### Metal 1, run 1

Bar = 20 um. Cells faint in the background.
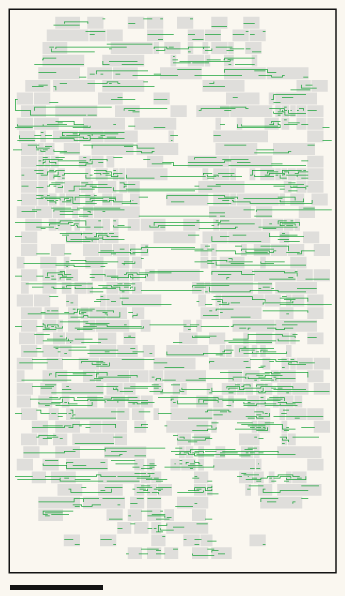
### Met2 routing, run 1

Bar = 20 um. Cells faint in the background.
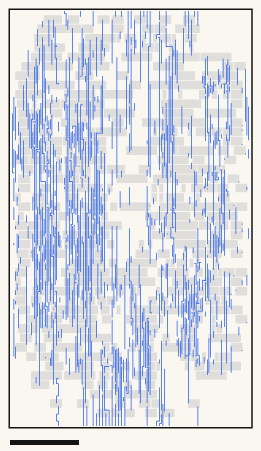
### The metal 3 layer, run 1

Bar = 20 um. Cells faint in the background.
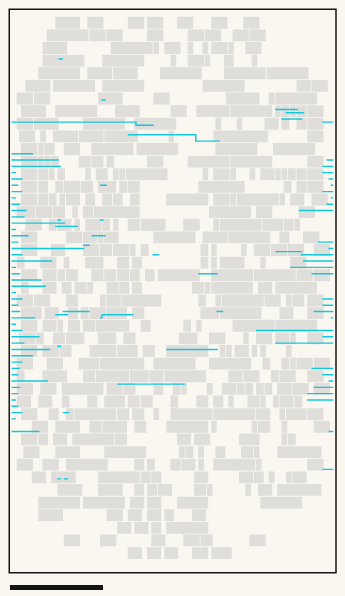
### src/rtl/riscv_pkg.sv
// Shared RV32I encoding constants, request kinds and encoder state encoding.
// Imported by the instruction encoder and the core's decoder.
package riscv_pkg;

  localparam logic [6:0] OPC_LOAD   = 7'b0000011;
  localparam logic [6:0] OPC_STORE  = 7'b0100011;
  localparam logic [6:0] OPC_OP     = 7'b0110011;
  localparam logic [6:0] OPC_BRANCH = 7'b1100011;
  localparam logic [6:0] OPC_OP_IMM = 7'b0010011;
  localparam logic [6:0] OPC_JAL    = 7'b1101111;
  localparam logic [6:0] OPC_JALR   = 7'b1100111;

  typedef enum logic [2:0] {
    KIND_LOAD    = 3'd0,
    KIND_STORE   = 3'd1,
    KIND_OP      = 3'd2,
    KIND_BRANCH  = 3'd3,
    KIND_OP_IMM  = 3'd4,
    KIND_JAL     = 3'd5,
    KIND_JALR    = 3'd6,
    KIND_ILLEGAL = 3'd7
  } instr_kind_t;

  typedef enum logic [2:0] {
    ST_IDLE  = 3'd0,
    ST_LOAD  = 3'd1,
    ST_FLUSH = 3'd2,
    ST_DONE  = 3'd3,
    ST_ERR   = 3'd4
  } enc_state_t;

  localparam int IMM_I_MIN = -2048;
  localparam int IMM_I_MAX = 2047;
  localparam int IMM_B_MIN = -4096;
  localparam int IMM_B_MAX = 4094;
  localparam int IMM_J_MIN = -1048576;
  localparam int IMM_J_MAX = 1048574;

  function automatic logic imm_in_range(input logic [31:0] imm, input int lo, input int hi);
    return ($signed(imm) >= lo) && ($signed(imm) <= hi);
  endfunction

endpackage

### src/rtl/instr_pack.sv
// Combinational packer: instruction fields plus kind -> 32-bit RV32I word.
// Flags illegal kinds and immediates that are out of range or misaligned.
module instr_pack
  import riscv_pkg::*;
(
  input  logic [2:0]  kind,
  input  logic [4:0]  rd,
  input  logic [4:0]  rs1,
  input  logic [4:0]  rs2,
  input  logic [2:0]  funct3,
  input  logic        sub,
  input  logic [31:0] imm,
  output logic [31:0] word,
  output logic        illegal
);

  always_comb begin
    word    = '0;
    illegal = 1'b0;
    case (instr_kind_t'(kind))
      KIND_LOAD: begin
        word    = {imm[11:0], rs1, funct3, rd, OPC_LOAD};
        illegal = !imm_in_range(imm, IMM_I_MIN, IMM_I_MAX);
      end
      KIND_STORE: begin
        word    = {imm[11:5], rs2, rs1, funct3, imm[4:0], OPC_STORE};
        illegal = !imm_in_range(imm, IMM_I_MIN, IMM_I_MAX);
      end
      KIND_OP: begin
        word = {1'b0, sub, 5'b00000, rs2, rs1, funct3, rd, OPC_OP};
      end
      KIND_BRANCH: begin
        word    = {imm[12], imm[10:5], rs2, rs1, funct3, imm[4:1], imm[11], OPC_BRANCH};
        illegal = !imm_in_range(imm, IMM_B_MIN, IMM_B_MAX) || imm[0];
      end
      KIND_OP_IMM: begin
        word    = {imm[11:0], rs1, funct3, rd, OPC_OP_IMM};
        illegal = !imm_in_range(imm, IMM_I_MIN, IMM_I_MAX);
      end
      KIND_JAL: begin
        word    = {imm[20], imm[10:1], imm[11], imm[19:12], rd, OPC_JAL};
        illegal = !imm_in_range(imm, IMM_J_MIN, IMM_J_MAX) || imm[0];
      end
      KIND_JALR: begin
        // funct3 is fixed at 000 for jalr regardless of the request
        word    = {imm[11:0], rs1, 3'b000, rd, OPC_JALR};
        illegal = !imm_in_range(imm, IMM_I_MIN, IMM_I_MAX);
      end
      default: begin
        illegal = 1'b1;
      end
    endcase
  end

endmodule

### src/rtl/instr_encoder.sv
// Program loader: encodes request beats and writes them sequentially to imem.
// Optional XOR checksum of written words under INSTR_ENCODER_CHECKSUM_EN.
//
// state | meaning
// IDLE  | waiting for start
// LOAD  | accepting beats, one registered write per legal beat
// FLUSH | final write on the port, no more beats
// DONE  | one-cycle done pulse
// ERR   | sticky error, waiting for start
module instr_encoder
  import riscv_pkg::*;
#(
  parameter int ADDR_WIDTH = 8,
  parameter int BASE_ADDR  = 0
) (
  input  logic                  clk,
  input  logic                  reset,
  input  logic                  start,
  input  logic                  in_valid,
  output logic                  in_ready,
  input  logic [2:0]            in_kind,
  input  logic [4:0]            in_rd,
  input  logic [4:0]            in_rs1,
  input  logic [4:0]            in_rs2,
  input  logic [2:0]            in_funct3,
  input  logic                  in_sub,
  input  logic [31:0]           in_imm,
  input  logic                  in_last,
  output logic                  imem_we,
  output logic [ADDR_WIDTH-1:0] imem_addr,
  output logic [31:0]           imem_wdata,
  output logic                  busy,
  output logic                  done,
  output logic                  err,
`ifdef INSTR_ENCODER_CHECKSUM_EN
  output logic [31:0]           checksum,
`endif
  output logic [ADDR_WIDTH:0]   count
);

  localparam logic [ADDR_WIDTH-1:0] BASE     = ADDR_WIDTH'(BASE_ADDR);
  localparam logic [ADDR_WIDTH-1:0] ADDR_TOP = '1;

  enc_state_t            state, state_nxt;
  logic [ADDR_WIDTH-1:0] addr_q;
  logic [ADDR_WIDTH:0]   count_q;
  logic                  we_q;
  logic [31:0]           wdata_q;
  logic                  err_q;

  logic [31:0]           word;
  logic                  illegal;
  logic                  accept;
  logic                  legal_accept;
  logic                  bad_accept;
  logic                  wrap_hit;
  logic                  load_start;
  logic [ADDR_WIDTH-1:0] beat_addr;

  instr_pack u_pack (
    .kind    (in_kind),
    .rd      (in_rd),
    .rs1     (in_rs1),
    .rs2     (in_rs2),
    .funct3  (in_funct3),
    .sub     (in_sub),
    .imm     (in_imm),
    .word    (word),
    .illegal (illegal)
  );

  assign accept       = in_valid && (state == ST_LOAD);
  assign legal_accept = accept && !illegal;
  assign bad_accept   = accept && illegal;
  // a write still on the port has not advanced addr yet
  assign beat_addr    = we_q ? addr_q + 1'b1 : addr_q;
  assign wrap_hit     = legal_accept && !in_last && (beat_addr == ADDR_TOP);
  assign load_start   = start && ((state == ST_IDLE) || (state == ST_ERR));

  always_comb begin
    state_nxt = state;
    case (state)
      ST_IDLE:  if (start) state_nxt = ST_LOAD;
      ST_LOAD: begin
        if (bad_accept || wrap_hit)         state_nxt = ST_ERR;
        else if (legal_accept && in_last)   state_nxt = ST_FLUSH;
      end
      ST_FLUSH: state_nxt = ST_DONE;
      ST_DONE:  state_nxt = ST_IDLE;
      ST_ERR:   if (start) state_nxt = ST_LOAD;
      default:  state_nxt = ST_IDLE;
    endcase
  end

  always_ff @(posedge clk or posedge reset) begin
    if (reset) begin
      state   <= ST_IDLE;
      addr_q  <= BASE;
      count_q <= '0;
      we_q    <= 1'b0;
      wdata_q <= '0;
      err_q   <= 1'b0;
    end else begin
      state <= state_nxt;
      we_q  <= legal_accept;
      if (legal_accept) wdata_q <= word;
      if (load_start) begin
        addr_q  <= BASE;
        count_q <= '0;
        err_q   <= 1'b0;
      end else begin
        if (we_q) begin
          // addr saturates at the top word instead of wrapping
          if (addr_q != ADDR_TOP) addr_q <= addr_q + 1'b1;
          count_q <= count_q + 1'b1;
        end
        if (bad_accept || wrap_hit) err_q <= 1'b1;
      end
    end
  end

`ifdef INSTR_ENCODER_CHECKSUM_EN
  logic [31:0] csum_q;
  always_ff @(posedge clk or posedge reset) begin
    if (reset)           csum_q <= '0;
    else if (load_start) csum_q <= '0;
    else if (we_q)       csum_q <= csum_q ^ wdata_q;
  end
  assign checksum = csum_q;
`endif

  assign in_ready   = (state == ST_LOAD);
  assign busy       = (state == ST_LOAD) || (state == ST_FLUSH);
  assign done       = (state == ST_DONE);
  assign err        = err_q;
  assign imem_we    = we_q;
  assign imem_addr  = addr_q;
  assign imem_wdata = wdata_q;
  assign count      = count_q;

endmodule

### config.mk
export PLATFORM = sky130hd
export DESIGN_NAME = instr_encoder
export DESIGN_NICKNAME = d
export VERILOG_FILES = /design/src/rtl/riscv_pkg.sv /design/src/rtl/instr_pack.sv /design/src/rtl/instr_encoder.sv
export SDC_FILE = /design/constraint.sdc
export NUM_CORES = 1
export LEC_CHECK = 0
export CORE_ASPECT_RATIO = 1.75
export CORE_UTILIZATION = 38
export DETAILED_ROUTE_END_ITERATION = 6
export PLACE_DENSITY_LB_ADDON = 0.3
export SETUP_SLACK_MARGIN = 0.1
export SYNTH_ARGS = -nofsm -noshare
export SYNTH_HDL_FRONTEND = slang
export SYNTH_SLANG_ARGS = --single-unit
### constraint.sdc
create_clock -name clk -period 2.3 [get_ports clk]
set_clock_uncertainty 0.1 [all_clocks]
set_input_delay 0.23 -clock clk [delete_from_list [all_inputs] [get_ports clk]]
set_output_delay 0.23 -clock clk [all_outputs]
set_load 0.05 [all_outputs]
==> results.toml, run 1 <==
# generated from flow reports
[logic_synthesis]
yosys-top-cells-count = "53 x dfrtp_1, 30 x nand2_1, 27 x nor2_1"
top_cell = "dfrtp_1"
area_leaders = "dfrtp_1 43%, mux2_4 11%, nand2_1 3.7%, mux2i_1 3.6%, nor2_1 3.3%"
yosysWarnings = 0
netlist.top_cell.by_area = "dfrtp_1"
edf_count = 0
numSynthFlops = 53
yosys_area_um2 = 3078
synth_cell_type_count = 51
top_area_frac = 0.4309
syn_nets = 367

[place]
postPlaceCellArea_um2 = 4484
dp.final_hpwl_um = 6576
port_buffers = 112

[routing]
drt-total-wl_um = 8551
route.detailed.drc = 0
via_per_inst = 5.253
dr.first_iter.drc_count = 93
wl_per_cell_um = 15.81

[final_timing]
worstMarginPinSlew_ns = 0.5996
fin_crit_ns = 2.160
finalHoldViolCount = 0
relSlewSlack = 0.6002
fin_crit_sh = 0.9392
slew_violations = 0

[critical_path]
crit_path_start_kind = "input pin"
worst_r2r_path_depth = 7
crit_start = "in_imm[17]"
reg2reg_from = "imem_addr[0]$_DFFE_PP0P_"
cp-end-kind = "flop"
cp_data_arrival_time_ns = 2.23
endpoint = "imem_wdata[30]$_DFFE_PP0N_"
critical_path_class = "input pin to flop"

[final_layout]
fin_cells = 541
synthToLayoutAreaGrowth_pct = 56.79
signal_buffers = 153
design_area_um2 = 4826
clock_area_frac = 0.02826
nNonClkInverters = 16
sh_comb_area = 0.3438
diodes = 0
clkbuf_count = 8
buf_share = 0.3168
seq_share = 0.2753
top_area_cell_class = "multi-input combinational cells"
nFlopsAndLatches = 53
drive_gt1_frac = 0.2106
comb_area_um2 = 1659

[power]
vdd_drop_max_uv = 765.8
swShare = 0.4410
switchingPower_w = 0.002232
p_leak_nw = 2.243
p_int_w = 0.002829
power_density_nw_per_um2 = 1049
power.share.clock = 0.141

[flow_run]
drv_cap = 0
tool_warnings = 26

[global_routing]
grt_overflow = 0
antenna_found_initial = 0
grt_pass1_vias = 2880
grt_max_degree = 25
grtUsageTotal = 0.2073

[floorplan]
dieArea_um2 = 8478
fp.dieH_um = 121.1
fp.dieW_um = 70.04
rows = 43
fp-utilization = 0.3892
n_tap_cell = 90

[clock_tree]
postCtsSetupBuffers = 8
cts_max_level = 2
clockBufferDepth = 2
clock_latency_ns = 0.29
cts_tree = "built"
clkTransAtPathRegs_ns = 0.06

[worst_hold_path]
hold_path_class = "input pin to asynchronous set/reset pin"

[status]
status = "finished clean"
Notes on 'Metal 1' above:
main direction	horizontal
nets with wire on the layer	427
wire length on this layer	3280 um
longest straight run	21.2 um

Notes on 'Met2 routing' above:
main direction	vertical
nets with wire on the layer	463

Notes on 'The metal 3 layer' above:
longest straight run	26.7 um
main direction	horizontal
wire length on this layer	398 um
nets with wire on the layer	89

-- run 1: worst max-delay path, cell delays in order --
cell	delay [ns]
clkdlybuf4s15_1	0.19
or4_4	0.52
o22ai_2	0.20
a22oi_2	0.08
o211ai_2	0.21
nand4b_4	0.19
buf_6	0.18
buf_12	0.13
mux2_4	0.29
-- run 1: flip-flops by register name, summed over array words and instances (netlist names) --
signal and cells:
imem_wdata 31, count 9, imem_addr 8, state 3, err 1, imem_we 1
-- run 1: power groups by stage --
stage,registers [W],logic (W),clock network [W]
after global routing,0.00153,0.00298,0.000773
after CTS,0.00149,0.00288,0.000734
after global placement,0.00149,0.00276,0
after floorplan,0.00249,0.000827,0
after detailed placement,0.00149,0.00279,0
final,0.00149,0.00286,0.000713
-- run 1: metrics by stage --
step / util / setup TNS [ns] / worst slack [ns] / total power [W]
final: 0.6102 / 0 / 0.1399 / 0.005061
after global routing: 0.6102 / 0 / 0.09869 / 0.005284
after CTS: 0.6072 / 0 / 0.1002 / 0.005102
after detailed placement: 0.5670 / -11.96 / -0.4128 / 0.004288
after global placement: 0.5670 / -9.357 / -0.3349 / 0.004252
after floorplan: - / 0 / 0.1410 / 0.003318
-- run 1: logic make-up (layout without fill, tap and decap cells) --
group	Yosys count	after routing	share of synthesized area
adder cells (fa/ha/maj)	2	2	0.008129
AND/OR/NAND/NOR	114	114	0.1935
multiplexers	35	35	0.1504
AND-OR/OR-AND	55	55	0.1268
XOR/XNOR	15	15	0.04268
flip-flops	53	53	0.4309
buffers and inverters	32	177	0.04756
-- run 1: routing by layer --
metal  GRT usage  vias to the layer above  wire (um)
met2      0.3882                      110       4610
met5           0                        -          0
met4     0.08625                        0        261
li1            -                     1367          -
met3     0.03904                       20        398
met1      0.2235                     1345       3281
### Track usage over the die, run 1

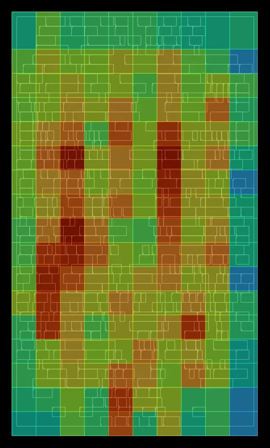

## Run 2: what changed since run 1
--- a/config.mk
+++ b/config.mk
@@ -12,4 +12,5 @@
 export SETUP_SLACK_MARGIN = 0.1
 export SYNTH_ARGS = -nofsm -noshare
 export SYNTH_HDL_FRONTEND = slang
+export SYNTH_HIERARCHICAL = 1
 export SYNTH_SLANG_ARGS = --single-unit
### Track usage over the die, run 2

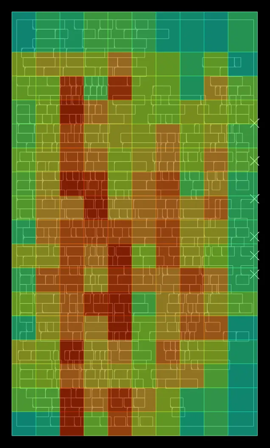
gr busiest metal: met2
GRT Total Usage: 0.2379
Post-Route Utilization: 0.6345
drt wl/cell: 17.63 um

==> run 2 against run 1 <==
Against the previous run:
- the run now ends with DRC, setup timing left
- setup slack worse by 0.34 ns
- die area is 1.5% higher
- clock-buffer cell count is 2 lower
- worst hold slack better by 0.0044 ns
- synthesized area is 1.5% higher
- first-iteration DRC count is 150% higher
- critical path type unchanged
- critical endpoint is now imem_wdata[15]$_DFFE_PP0N_
==> results.toml, run 2 <==
# generated from flow reports
[final_layout]
buf_share = 0.3128
nNonClkInverters = 7
largest_reg_flops = 32
nFlopsAndLatches = 54
seq_share = 0.2675
synthToLayoutAreaGrowth_pct = 61.71
diodes = 0
clkbuf_count = 6
clock_area_frac = 0.02997
fin_cells = 558

[routing]
dr.first_iter.drc_count = 230
wl_met2_um = 5185
via_per_inst = 5.633
dr_wl_met3_um = 423
route.detailed.drc = 12
drt-total-wl_um = 9835

[global_routing]
grt_max_degree = 37
grt_overflow = 0
grtUsageMet1 = 0.2667
grtUsageMet3 = 0.03226
antenna_found_initial = 0
grt_pass1_vias = 3181
met2_usage = 0.4375

[floorplan]
dieArea_um2 = 8602
n_tap_cell = 90
fp.dieH_um = 122.0
fp.dieW_um = 70.54

[critical_path]
critical_path_class = "input pin to flop"
cp-end-kind = "flop"
endpoint = "imem_wdata[15]$_DFFE_PP0N_"
worst_r2r_path_depth = 5
cp_data_arrival_time_ns = 2.58
crit_path_start_kind = "input pin"
crit_start = "in_imm[17]"
reg2reg_from = "imem_addr[0]$_DFFE_PP0P_"

[status]
failed_checks = "DRC, setup timing"
status = "complete, but fails checks"

[final_timing]
fin_crit_sh = 1.085
setup_ws_ns = -0.1956
setup_viol_count_final = 35
worstMarginPinSlew_ns = 0.6174
fin_crit_ns = 2.496
relSlewSlack = 0.5871

[flow_run]
tool_warnings = 29
drv_cap = 0

[logic_synthesis]
area_leaders = "dfrtp_1 43%, mux2_2 12%, nor2_1 3.7%, a21oi_1 2.9%, nand2_1 2.8%"
yosys_area_um2 = 3124
netlist.top_cell.by_area = "dfrtp_1"
syn_nets = 379
top_area_frac = 0.4325
yosys-top-cells-count = "54 x dfrtp_1, 32 x mux2_2, 31 x nor2_1"
numSynthFlops = 54
top_cell = "dfrtp_1"

[power]
power.share.clock = 0.156
total_power_w = 0.005068
p_leak_nw = 2.195
switchingPower_w = 0.002227
vdd_drop_max_uv = 769.9
p_int_w = 0.002841

[worst_hold_path]
hold_path_class = "input pin to asynchronous set/reset pin"

[clock_tree]
clockBufferDepth = 2
clock_latency_ns = 0.29
cts_max_level = 2
clkTransAtPathRegs_ns = 0.07
cts_tree = "built"

[place]
pre_cts_ws_ns = -0.7689
dp.final_hpwl_um = 7004
postPlaceCellArea_um2 = 4611
### Metal 1, run 2

Bar = 20 um. Cells faint in the background.
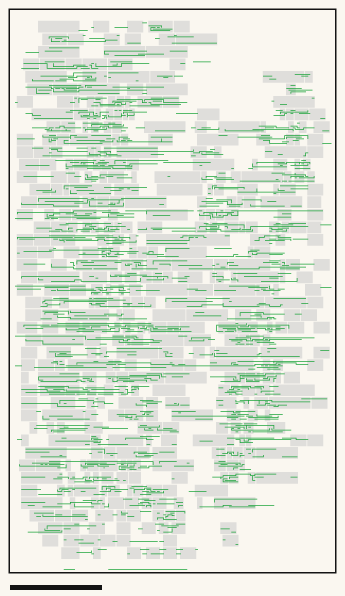
share of all routed wire	39%
wire length on this layer	3820 um
main direction	horizontal
longest straight run	23.5 um
nets with wire on the layer	457

## run 2: cell types whose count changed after synthesis, sizes merged, moves of 5 or more
cell	previous run	this run
o21ai	12	23
inv	16	7
mux2i	11	2
mux2	24	32
a21oi	12	19
buf	5	12
nand2	30	23
nand2b	9	2
clkbuf	11	5
nand4	8	13
## run 2: worst max-delay path, stage by stage
cell and delay, ns:
buf_6 0.09, or4_4 0.55, nor4_4 0.24, a221oi_2 0.11, a311oi_2 0.34, o31ai_4 0.10
nor3_4 0.14, buf_4 0.14, buf_8 0.11, buf_12 0.11, buf_16 0.13, mux2_4 0.29
## run 2: power by group through the flow
stage / registers (W) / clock network, W / logic [W]
6_report: 0.00150 / 0.000789 / 0.00278
5_1_grt: 0.00154 / 0.000841 / 0.00288
4_1_cts: 0.00149 / 0.000803 / 0.00279
3_5_place_dp: 0.00149 / 0 / 0.00259
3_3_place_gp: 0.00149 / 0 / 0.00256
2_1_floorplan: 0.00247 / 0 / 0.000631
## run 2: timing repair
item	CTS	global route
setup endpoints to repair	39	35
buffers inserted	6	0
cloned	4	0
pin swaps	18	10
gates resized	85	17
## run 2: cell families after synthesis
| kind of cell | after synthesis | synth area share |
|---|---|---|
| AND/OR/NAND/NOR | 119 | 0.2070 |
| buffers and inverters | 24 | 0.03844 |
| AND-OR/OR-AND | 74 | 0.1614 |
| adder cells (fa/ha/maj) | 2 | 0.008008 |
| multiplexers | 34 | 0.1217 |
| flip-flops | 54 | 0.4325 |
| XOR/XNOR | 11 | 0.03084 |
## run 2: through the flow
step                      setup TNS, ns  hold WS (ns)
after floorplan                  -6.943        0.3032
after global placement           -24.47        0.3923
after detailed placement         -26.24        0.3950
after CTS                        -4.872        0.1808
after global routing             -6.679        0.2120
final                            -4.253        0.1613
### The metal 3 layer, run 2

Bar = 20 um. Cells faint in the background.
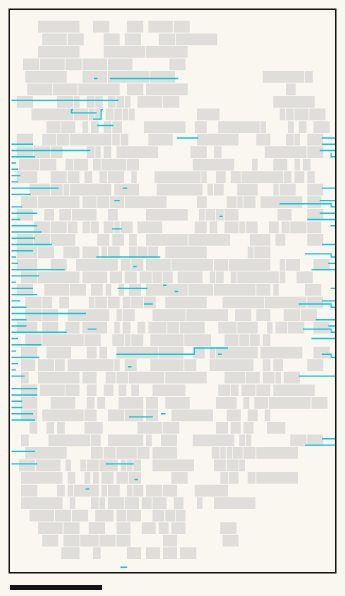

## Run 3: what changed since run 2
--- a/config.mk
+++ b/config.mk
@@ -5,6 +5,7 @@
 export SDC_FILE = /design/constraint.sdc
 export NUM_CORES = 1
 export LEC_CHECK = 0
+export ABC_AREA = 1
 export CORE_ASPECT_RATIO = 1.75
 export CORE_UTILIZATION = 38
 export DETAILED_ROUTE_END_ITERATION = 6
### The metal 3 layer, run 3

Bar = 20 um. Cells faint in the background.
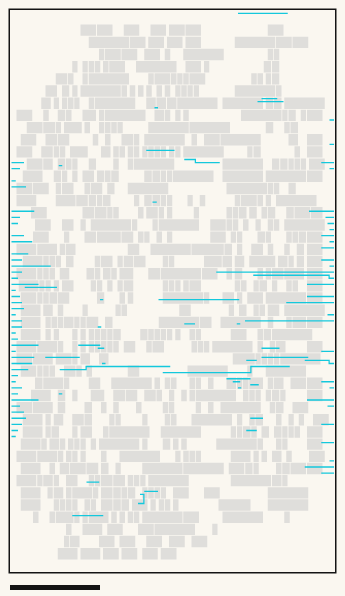
longest straight run	26.0 um
nets with wire on the layer	93
share of all routed wire	4.2%
wire length on this layer	418 um
main direction	horizontal

### Metal 1, run 3

Bar = 20 um. Cells faint in the background.
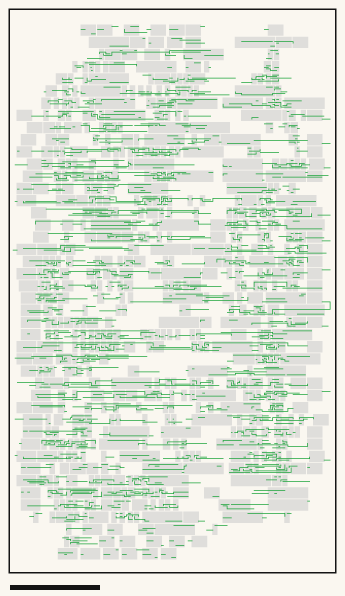
longest straight run	24.6 um
nets with wire on the layer	644
main direction	horizontal
share of all routed wire	36%

==> run 3 against run 2 <==
Against the previous run:
- the run now ends clean
- global-route usage decreased by 1.1 points
- first-iteration DRC count fell by 30%
- sequential cell count did not move
- sequential power rose by 5%
- highest routed layer unchanged
- setup slack improved by 0.37 ns
==> results.toml, run 3 <==
# generated from flow reports
[final_layout]
design_area_um2 = 5175
synthToLayoutAreaGrowth_pct = 56.13
largest_reg_flops = 32
fin_util = 0.6184
diodes = 0

[global_routing]
grtUsageTotal = 0.2272
grt_pass1_vias = 3620
grt_max_degree = 34
grt_overflow = 0
antenna_found_initial = 0

[critical_path]
worst_r2r_path_depth = 13
endpoint = "done"
cp_data_arrival_time_ns = 1.80
crit_start = "state[1]$_DFFE_PP0P_"
cp-end-kind = "primary output"
reg2reg_from = "imem_addr[0]$_DFFE_PP0P_"

[place]
pre_cts_ws_ns = -0.3081
dp.final_hpwl_um = 8212
port_buffers = 112

[flow_run]
drv_cap = 0
tool_warnings = 26

[routing]
wl_per_cell_um = 12.80
drt-total-wl_um = 10020
dr.first_iter.drc_count = 161
route.detailed.drc = 0
via_per_inst = 4.799

[logic_synthesis]
yosysWarnings = 6
top_area_frac = 0.4077
yosys-top-cells-count = "204 x nand2_1, 74 x inv_1, 59 x nor2_1"
area_leaders = "dfrtp_1 41%, nand2_1 23%, inv_1 8.4%, nor2_1 6.7%, nand3_1 3.8%"
yosys_area_um2 = 3314
numSynthFlops = 54

[final_timing]
finalHoldViolCount = 0
worstMarginPinSlew_ns = 0.5402
setup_ws_ns = 0.1742
hold_slack_ns = 0.1800
fin_crit_ns = 2.126
final.setup.tns_ns = 0

[floorplan]
fp.dieH_um = 125.5
fp-utilization = 0.3961
fp.dieW_um = 72.60

[clock_tree]
clkTransAtPathRegs_ns = 0.06
clock_latency_ns = 0.29
cts_max_level = 2

[power]
vdd_drop_max_uv = 519.8
power_density_nw_per_um2 = 1037

[status]
status = "finished clean"

[worst_hold_path]
hold_path_class = "input pin to asynchronous set/reset pin"
[run 3: cell types whose count changed in the layout (fill, tap and decap cells not counted), moves of 9 or more]
cell	previous run	this run
dlygate4sd2_1	15	0
nand3_1	5	25
inv_1	5	66
dlymetal6s2s_1	6	31
nand2_1	22	203
inv_2	2	14
nor2_1	31	50
nor2b_1	9	0
a21oi_1	18	8
nor2_2	0	11
mux2_4	32	0
[run 3: report_power, final]
part           switching, W  internal (W)
registers          0.000268       0.00130
clock network      0.000323      0.000432
logic               0.00201       0.00103
[run 3: timing repair]
| action | CTS | global route |
|---|---|---|
| resized | 8 | 46 |
| pin swaps | 3 | 19 |
| buffers inserted | 0 | 2 |
| hold endpoints to repair | 0 | 0 |
| setup endpoints to repair | 28 | 36 |
[run 3: cell type report]
type,instances,area [um2]
clock buffers,7,142.6
clock inverters,1,5.005
repair buffers,159,1574
inverters,80,300.3
fillers,798,3193
well taps,115,143.9
flip-flops and latches,54,1351
multi-input cells,367,1658
[run 3: metal layers]
metal  global-route usage  part of all wire  wire length (um)  up-vias
met5                    0                 0                 0        -
met1               0.2247              0.36              3647     1727
met4               0.1038             0.030               303        0
met2               0.4442              0.56              5653      121
li1                     -                 -                 -     1889
met3              0.03062             0.042               418       21
[run 3: cell families after synthesis]
kind of cell	share of synthesized area
AND-OR/OR-AND	0.08947
AND/OR/NAND/NOR	0.3805
buffers and inverters	0.1065
flip-flops	0.4077
multiplexers	0.003020
adder cells (fa/ha/maj)	0.007549
XOR/XNOR	0.005286
[run 3: worst max-delay path: stages (launching register included)]
cell and delay [ns]:
dfrtp_1 0.44, inv_1 0.08, nor3_1 0.15, clkdlybuf4s50_1 0.83

==> gallery <==
The metal 4 layer.
Bar = 20 um.
panel A
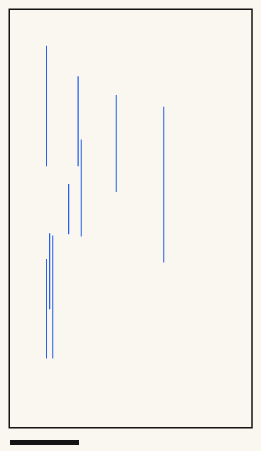
panel B
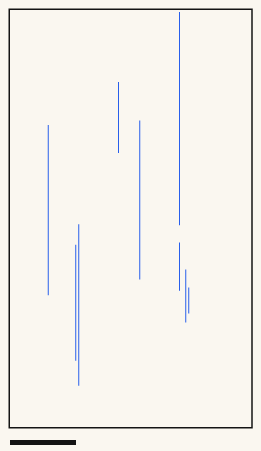
panel A: run 1
panel B: run 3

Key to panel B:
nets with wire on the layer	9
wire length on this layer	304 um
share of all routed wire	3.0%
longest straight run	63.9 um
main direction	vertical

Power is estimated from default activity; no workload was simulated.
